### config.mk
export PLATFORM = sky130hd
export DESIGN_NAME = bcd_serial_subtractor
export DESIGN_NICKNAME = d
export VERILOG_FILES = /design/src/rtl/bcd_serial_subtractor.sv
export SDC_FILE = /design/constraint.sdc
export NUM_CORES = 1
export LEC_CHECK = 0
export ABC_AREA = 1
export CELL_PAD_IN_SITES_DETAIL_PLACEMENT = 1
export CELL_PAD_IN_SITES_GLOBAL_PLACEMENT = 1
export CORE_UTILIZATION = 38
export CTS_BUF_LIST = sky130_fd_sc_hd__clkbuf_4 sky130_fd_sc_hd__clkbuf_8 sky130_fd_sc_hd__clkbuf_16
export DETAILED_ROUTE_END_ITERATION = 8
export GPL_TIMING_DRIVEN = 0
export PLACE_DENSITY = 0.85
export RECOVER_POWER = 25
export SETUP_SLACK_MARGIN = 0.02
export SLEW_MARGIN = 30
export SYNTH_ARGS = -nofsm -noshare
export SYNTH_HDL_FRONTEND = slang
export SYNTH_SLANG_ARGS = --single-unit
### constraint.sdc
create_clock -name clk -period 4.52 [get_ports clk]
set_input_delay 0.678 -clock clk [delete_from_list [all_inputs] [get_ports clk]]
set_output_delay 0.678 -clock clk [all_outputs]
set_load 0.1 [all_outputs]
### src/rtl/bcd_serial_subtractor.sv
// Digit-serial |A - B| for packed BCD, one digit per clock, LSD first.
// A borrow out of the top digit triggers a second pass (0 - working value) to recover the magnitude.
module bcd_serial_subtractor #(
  parameter int DIGITS = 4
) (
  input  logic                  clk,
  input  logic                  reset,
  input  logic                  start,
  input  logic [4*DIGITS-1:0]   A,
  input  logic [4*DIGITS-1:0]   B,
  output logic                  busy,
  output logic                  done,
  output logic [4*DIGITS-1:0]   Y,
  output logic                  NEG,
  output logic                  ERR
);

  localparam int IW = (DIGITS > 1) ? $clog2(DIGITS) : 1;
  localparam logic [IW-1:0] LAST = IW'(DIGITS - 1);

  typedef enum logic [1:0] {IDLE, SUB, FIX, DONE} state_t;

  state_t state;
  state_t state_next;

  logic [4*DIGITS-1:0] a_reg;
  logic [4*DIGITS-1:0] b_reg;
  logic [4*DIGITS-1:0] work;
  logic                borrow;
  logic                neg_work;
  logic                err_work;
  logic [IW-1:0]       idx;

  logic                in_err;
  logic [3:0]          op_a;
  logic [3:0]          op_b;
  logic                bin;
  logic [4:0]          diff;
  logic                bout;
  logic [3:0]          digit;
  logic                last;

  always_comb begin
    in_err = 1'b0;
    for (int k = 0; k < DIGITS; k++) begin
      if (A[4*k +: 4] > 4'd9 || B[4*k +: 4] > 4'd9) in_err = 1'b1;
    end
  end

  // Digit 0 is processed straight from the inputs on the accepting edge,
  // so the remaining SUB steps run from the latched copies.
  always_comb begin
    op_a = 4'd0;
    op_b = 4'd0;
    bin  = 1'b0;
    case (state)
      IDLE: begin
        op_a = A[3:0];
        op_b = B[3:0];
      end
      SUB: begin
        op_a = a_reg[4*idx +: 4];
        op_b = b_reg[4*idx +: 4];
        bin  = borrow;
      end
      FIX: begin
        op_b = work[4*idx +: 4];
        bin  = borrow;
      end
      default: ;
    endcase
    diff  = {1'b0, op_a} - {1'b0, op_b} - {4'd0, bin};
    bout  = diff[4];
    digit = bout ? (diff[3:0] + 4'd10) : diff[3:0];
    last  = (idx == LAST);
  end

  always_ff @(posedge clk) begin
    if (reset) state <= IDLE;
    else       state <= state_next;
  end

  always_comb begin
    state_next = state;
    case (state)
      IDLE: begin
        if (start) begin
          if (in_err)    state_next = DONE;
          else if (last) state_next = bout ? FIX : DONE;
          else           state_next = SUB;
        end
      end
      SUB: if (last) state_next = bout ? FIX : DONE;
      FIX: if (last) state_next = DONE;
      DONE: state_next = IDLE;
      default: state_next = IDLE;
    endcase
  end

  always_comb begin
    busy = (state != IDLE);
  end

  always_ff @(posedge clk) begin
    if (reset) begin
      a_reg    <= '0;
      b_reg    <= '0;
      work     <= '0;
      borrow   <= 1'b0;
      neg_work <= 1'b0;
      err_work <= 1'b0;
      idx      <= '0;
      done     <= 1'b0;
      Y        <= '0;
      NEG      <= 1'b0;
      ERR      <= 1'b0;
    end else begin
      done <= (state == DONE);
      case (state)
        IDLE: begin
          if (start) begin
            a_reg     <= A;
            b_reg     <= B;
            err_work  <= in_err;
            work[3:0] <= digit;
            idx       <= last ? '0 : IW'(1);
            borrow    <= last ? 1'b0 : bout;
            neg_work  <= last & bout & ~in_err;
          end
        end
        SUB: begin
          work[4*idx +: 4] <= digit;
          if (last) begin
            idx      <= '0;
            borrow   <= 1'b0;
            neg_work <= bout;
          end else begin
            idx    <= idx + 1'b1;
            borrow <= bout;
          end
        end
        // The final borrow of the complement pass carries no information.
        FIX: begin
          work[4*idx +: 4] <= digit;
          if (last) begin
            idx    <= '0;
            borrow <= 1'b0;
          end else begin
            idx    <= idx + 1'b1;
            borrow <= bout;
          end
        end
        DONE: begin
          Y   <= err_work ? '0 : work;
          NEG <= neg_work & ~err_work;
          ERR <= err_work;
        end
        default: ;
      endcase
    end
  end

endmodule
Figure 1. Congestion heat map (run 1).
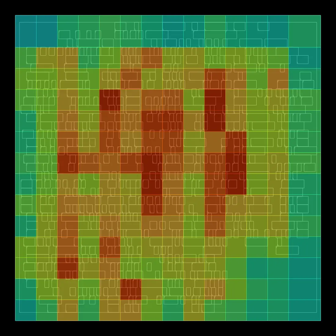
Wirelength per Cell: 15.8 microns
Total Routing Usage GR: 0.240
GR Util met3: 0.0460

Figure 2. A small window of the routed layout (run 1).
Bar = 10 microns. Window x 13 to 38, y 13 to 38 microns. Cells in grey, sequential cells in the stronger grey; small squares are vias.
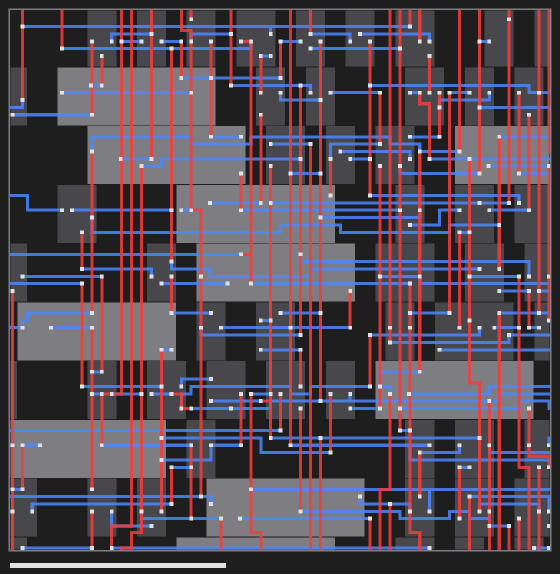
- red: met2
- blue: met1
- netlist names of flops here include: a_reg (9)
- cells with their middle in the window: 53
- most frequent: nor2_1 (15), nand2_1 (10), dfxtp_1 (9)
- sequential cells in the window: 9

Figure 3. Logic cells by family (run 1).
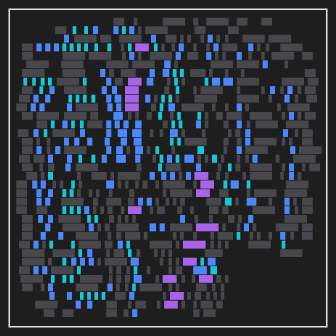
- blue: inverting AOI/OAI gates (cells 136; most used o21ai_0; where widely spread)
- cyan: NOR gates (cells 81; most used nor2_1)
- purple: adder and majority cells (cells 16; most used ha_1)

==> summary.txt, run 1 <==
run results: CTS tree=yes, clock-pin slew on the worst setup and hold paths=about 80 ps, post-synthesis instance total=between 500 and 600, worst-path fanout max=9, # resized after CTS=0, worst path cell trace=inv_1, ha_1, inv_2, nor2_1, o22ai_1, a32oi_1, o31ai_1, nand2_1, inv_1, fa_1, inv_1, fa_1, ha_1, nor2_2, a31oi_2, nand2_2, nor2_2, nand2_1, a21oi_2, Setup crit start kind=flop, CP top delay family=adder cells, first-pass detailed-route iteration total=4, Core Util, Final=0.488, r2r setup slk=~670 ps, vias in the first global route=3618, synthesized cell area=roughly 0.0037 sq mm, switching pwr=between 1.5 and 2 mW, Endpoint, Worst Hold=Y[15], XOR Share, Synth=0.00444, total CTS buffers=9, worst flop-to-flop path endpoint=work[6], Pint=between 1.5 and 2 mW, Leak Pwr=approximately 1.8 nW, clk buf depth=2, layout cells sized above 1=0.0700, distinct cell type count after synthesis=38, status=finished clean, fmax=0.260 GHz, Max IR drop VDD=253 uV, Worst Hold Slack=approximately 470 ps, initial antenna violation count=0, clock power share=0.148, Slew headroom=0.352, clk sinks=74, Reg2Reg Depth=19, slowest stage cell on the critical path=fa_1, Logic power comb=approximately 1.9 mW, Crit. Startpoint=state[0], Clock Latency Late Sink=between 300 and 400 ps, # DRC=0, Crit. End Element=flop, Remaining Overflow, GRT=0, Synth top cells by count=nand2_1, nor2_1, dfxtp_1, o21ai_0, a21oi_1, asr flop ratio synth=0, GP Congestion=about 0.9, Cell area leaders=dfxtp_1, nand2_1, o21ai_0, nor2_1, a21oi_1, # hold bufs at CTS=0, sequential power=862 uW, fin crit share=0.852, design area=roughly 0.0045 sq mm, max_cap viols=0, pwr dens=709 mW/mm^2, Top non-seq family=simple AND/OR/NAND/NOR gates, Post-CTS Setup Bufs=0, Placed Cells=around 700, number of port buffers=53, synthesis area per yosys=roughly 0.0037 sq mm, most instantiated logic cell after routing=nand2_1, dominant register cell=dfxtp_1, Post-Place Setup Slack=~670 ps, via count=approximately 3600
[run 1: final cells by class]
type	instances	area, sq um
Tap cell	129	161
Multi-Input combinational cell	369	1870
Fill cell	1223	4750
Clock buffer	10	131
Inverter	48	180
Clock inverter	6	42.5
Buffer	26	128
Sequential cell	74	1480
Timing Repair Buffer	53	531
[run 1: routing by layer]
layer | part of all wire | wire, microns | vias up | global-route usage
met5 | 0 | 0 | - | 0
met4 | 0.021 | 240 | 0 | 0.0858
met3 | 0.040 | 449 | 21 | 0.0460
met2 | 0.50 | 5620 | 97 | 0.429
met1 | 0.44 | 5010 | 1696 | 0.286
li1 | - | - | 1829 | -
Figure 4. M3 wires (run 1).
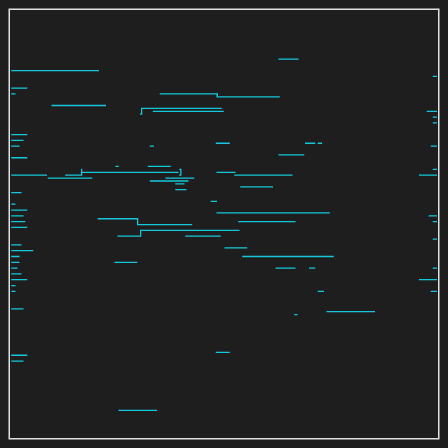

--- run 2 (diff from run 1) ---
--- a/config.mk
+++ b/config.mk
@@ -8,11 +8,11 @@
 export ABC_AREA = 1
 export CELL_PAD_IN_SITES_DETAIL_PLACEMENT = 1
 export CELL_PAD_IN_SITES_GLOBAL_PLACEMENT = 1
-export CORE_UTILIZATION = 38
+export CORE_UTILIZATION = 39
 export CTS_BUF_LIST = sky130_fd_sc_hd__clkbuf_4 sky130_fd_sc_hd__clkbuf_8 sky130_fd_sc_hd__clkbuf_16
 export DETAILED_ROUTE_END_ITERATION = 8
 export GPL_TIMING_DRIVEN = 0
-export PLACE_DENSITY = 0.85
+export PLACE_DENSITY = 0.87
 export RECOVER_POWER = 25
 export SETUP_SLACK_MARGIN = 0.02
 export SLEW_MARGIN = 30
Figure 5. M3 wires (run 2).
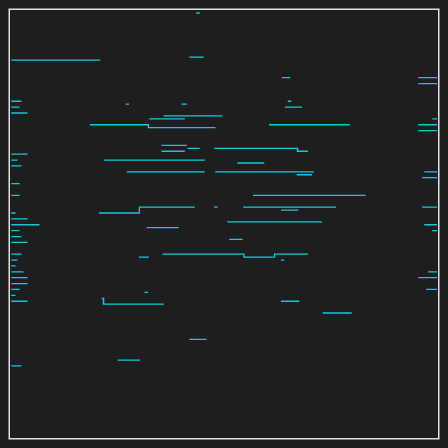
- longest straight run: 25.8 microns
- main direction: horizontal
- wire length on this layer: 476 microns

==> summary.txt, run 2 <==
run results: post-synthesis instance total=517, clock power share=0.160, Cell area leaders=dfxtp_1, nand2_1, o21ai_0, nor2_1, a21oi_1, failing checks=design-rule violations, Post-Place Setup Slack=between 600 and 700 ps, pwr dens=between 700 and 800 mW/mm^2, clk buf depth=2, first-pass detailed-route iteration total=6, Remaining Overflow, GRT=0, fin crit share=0.855, worst-path fanout max=10, Setup crit start kind=flop, layout cells sized above 1=0.0700, number of port buffers=between 50 and 60, most instantiated logic cell after routing=nand2_1, Clock Latency Late Sink=between 300 and 400 ps, met3 WL=between 400 and 500 microns, Post-CTS Setup Bufs=0, Slew headroom=0.341, flop count=around 74, synthesized cell area=approximately 0.0037 sq mm, Wirelength per Cell=about 17 microns, Worst Hold Slack=465 ps, CP top delay family=adder cells, Placed Cells=681, floorplan net count=around 570, Clock buffer cells=9, flop share of the area=0.327, slowest stage cell on the critical path=fa_1, clock-pin slew on the worst setup and hold paths=~90 ps, multi-input combinational area share=0.414, Leak Pwr=between 1.5 and 2 nW, total CTS buffers=9, buffering overhead=0.145, switching pwr=between 1.5 and 2 mW, max_cap viols=0, register area=between 0.001 and 0.0015 sq mm, distinct cell type count after synthesis=38, nonclk buf count=between 70 and 80, Multi-In Gates=369, top cell category=combinational gates, initial antenna violation count=0, TAP cells=~110, Logic power comb=between 1.5 and 2 mW, # resized after CTS=0, worst path cell trace=inv_1, ha_1, inv_2, buf_2, nor2_1, o22ai_1, inv_1, o31ai_1, nand2_1, inv_1, fa_1, inv_1, fa_1, nand2_1, nand2_1, ha_1, nor2_2, a31oi_2, nand2_2, nor2_2, nand2_1, a21oi_2, design area=0.00453 sq mm, clk sinks=~74, # hold bufs at CTS=0, # DRC=2, metal2 WL=around 6.0 mm, sequential power=~860 uW, Total Routing Usage GR=0.250, status=finished, violations left, Pint=around 1.7 mW, Comb area=0.00187 sq mm, vias in the first global route=~3800, via count=between 3000 and 4000, Max Used Layer=met4, Crit. End Element=flop
Figure 6. A small window of the routed layout (run 2).
Bar = 10 microns. Window x 12 to 37, y 12 to 37 microns. Cells in grey, sequential cells in the stronger grey; small squares are vias.
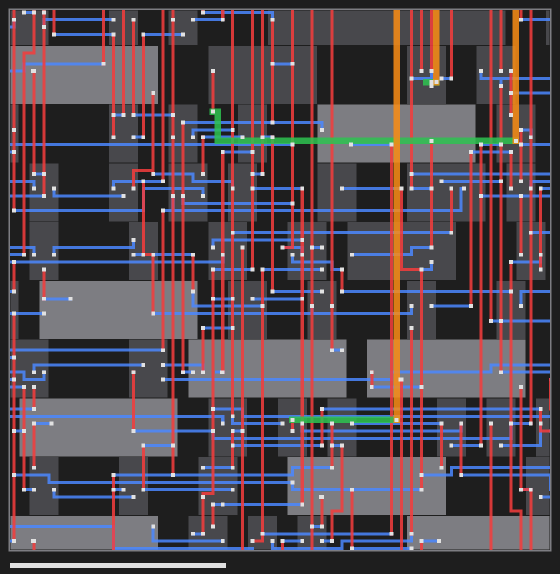

## run 2: cell counts after synthesis
Identical to the previous run, type by type.
## run 2: final timing paths
check / slack (ps) / endpoint / cells after the start / startpoint
worst max-delay path: 660 / work[14] / 22 / state[0]
worst min register to register: 460 / Y[8] / 2 / Y[8]
worst min-delay path: 460 / Y[8] / 2 / Y[8]
worst max register to register: 660 / work[14] / 22 / state[0]
## run 2: logic make-up after synthesis
logic type,after synthesis,synth area share
adders and majority gates,16,0.0587
xor gates and xnor gates,1,0.00444
DFF,74,0.404
and+or+nand+nor,215,0.241
buffers and inverters,74,0.0846
AOI/OAI and AO/OA,137,0.207
## run 2: layer usage
metal  up-vias  track usage
li1       1827            -
met1      1750        0.286
met2        98        0.462
met3        24       0.0390
met4         0        0.103
met5         -            0
No activity file was given, so power comes from the tool's default toggle rates.
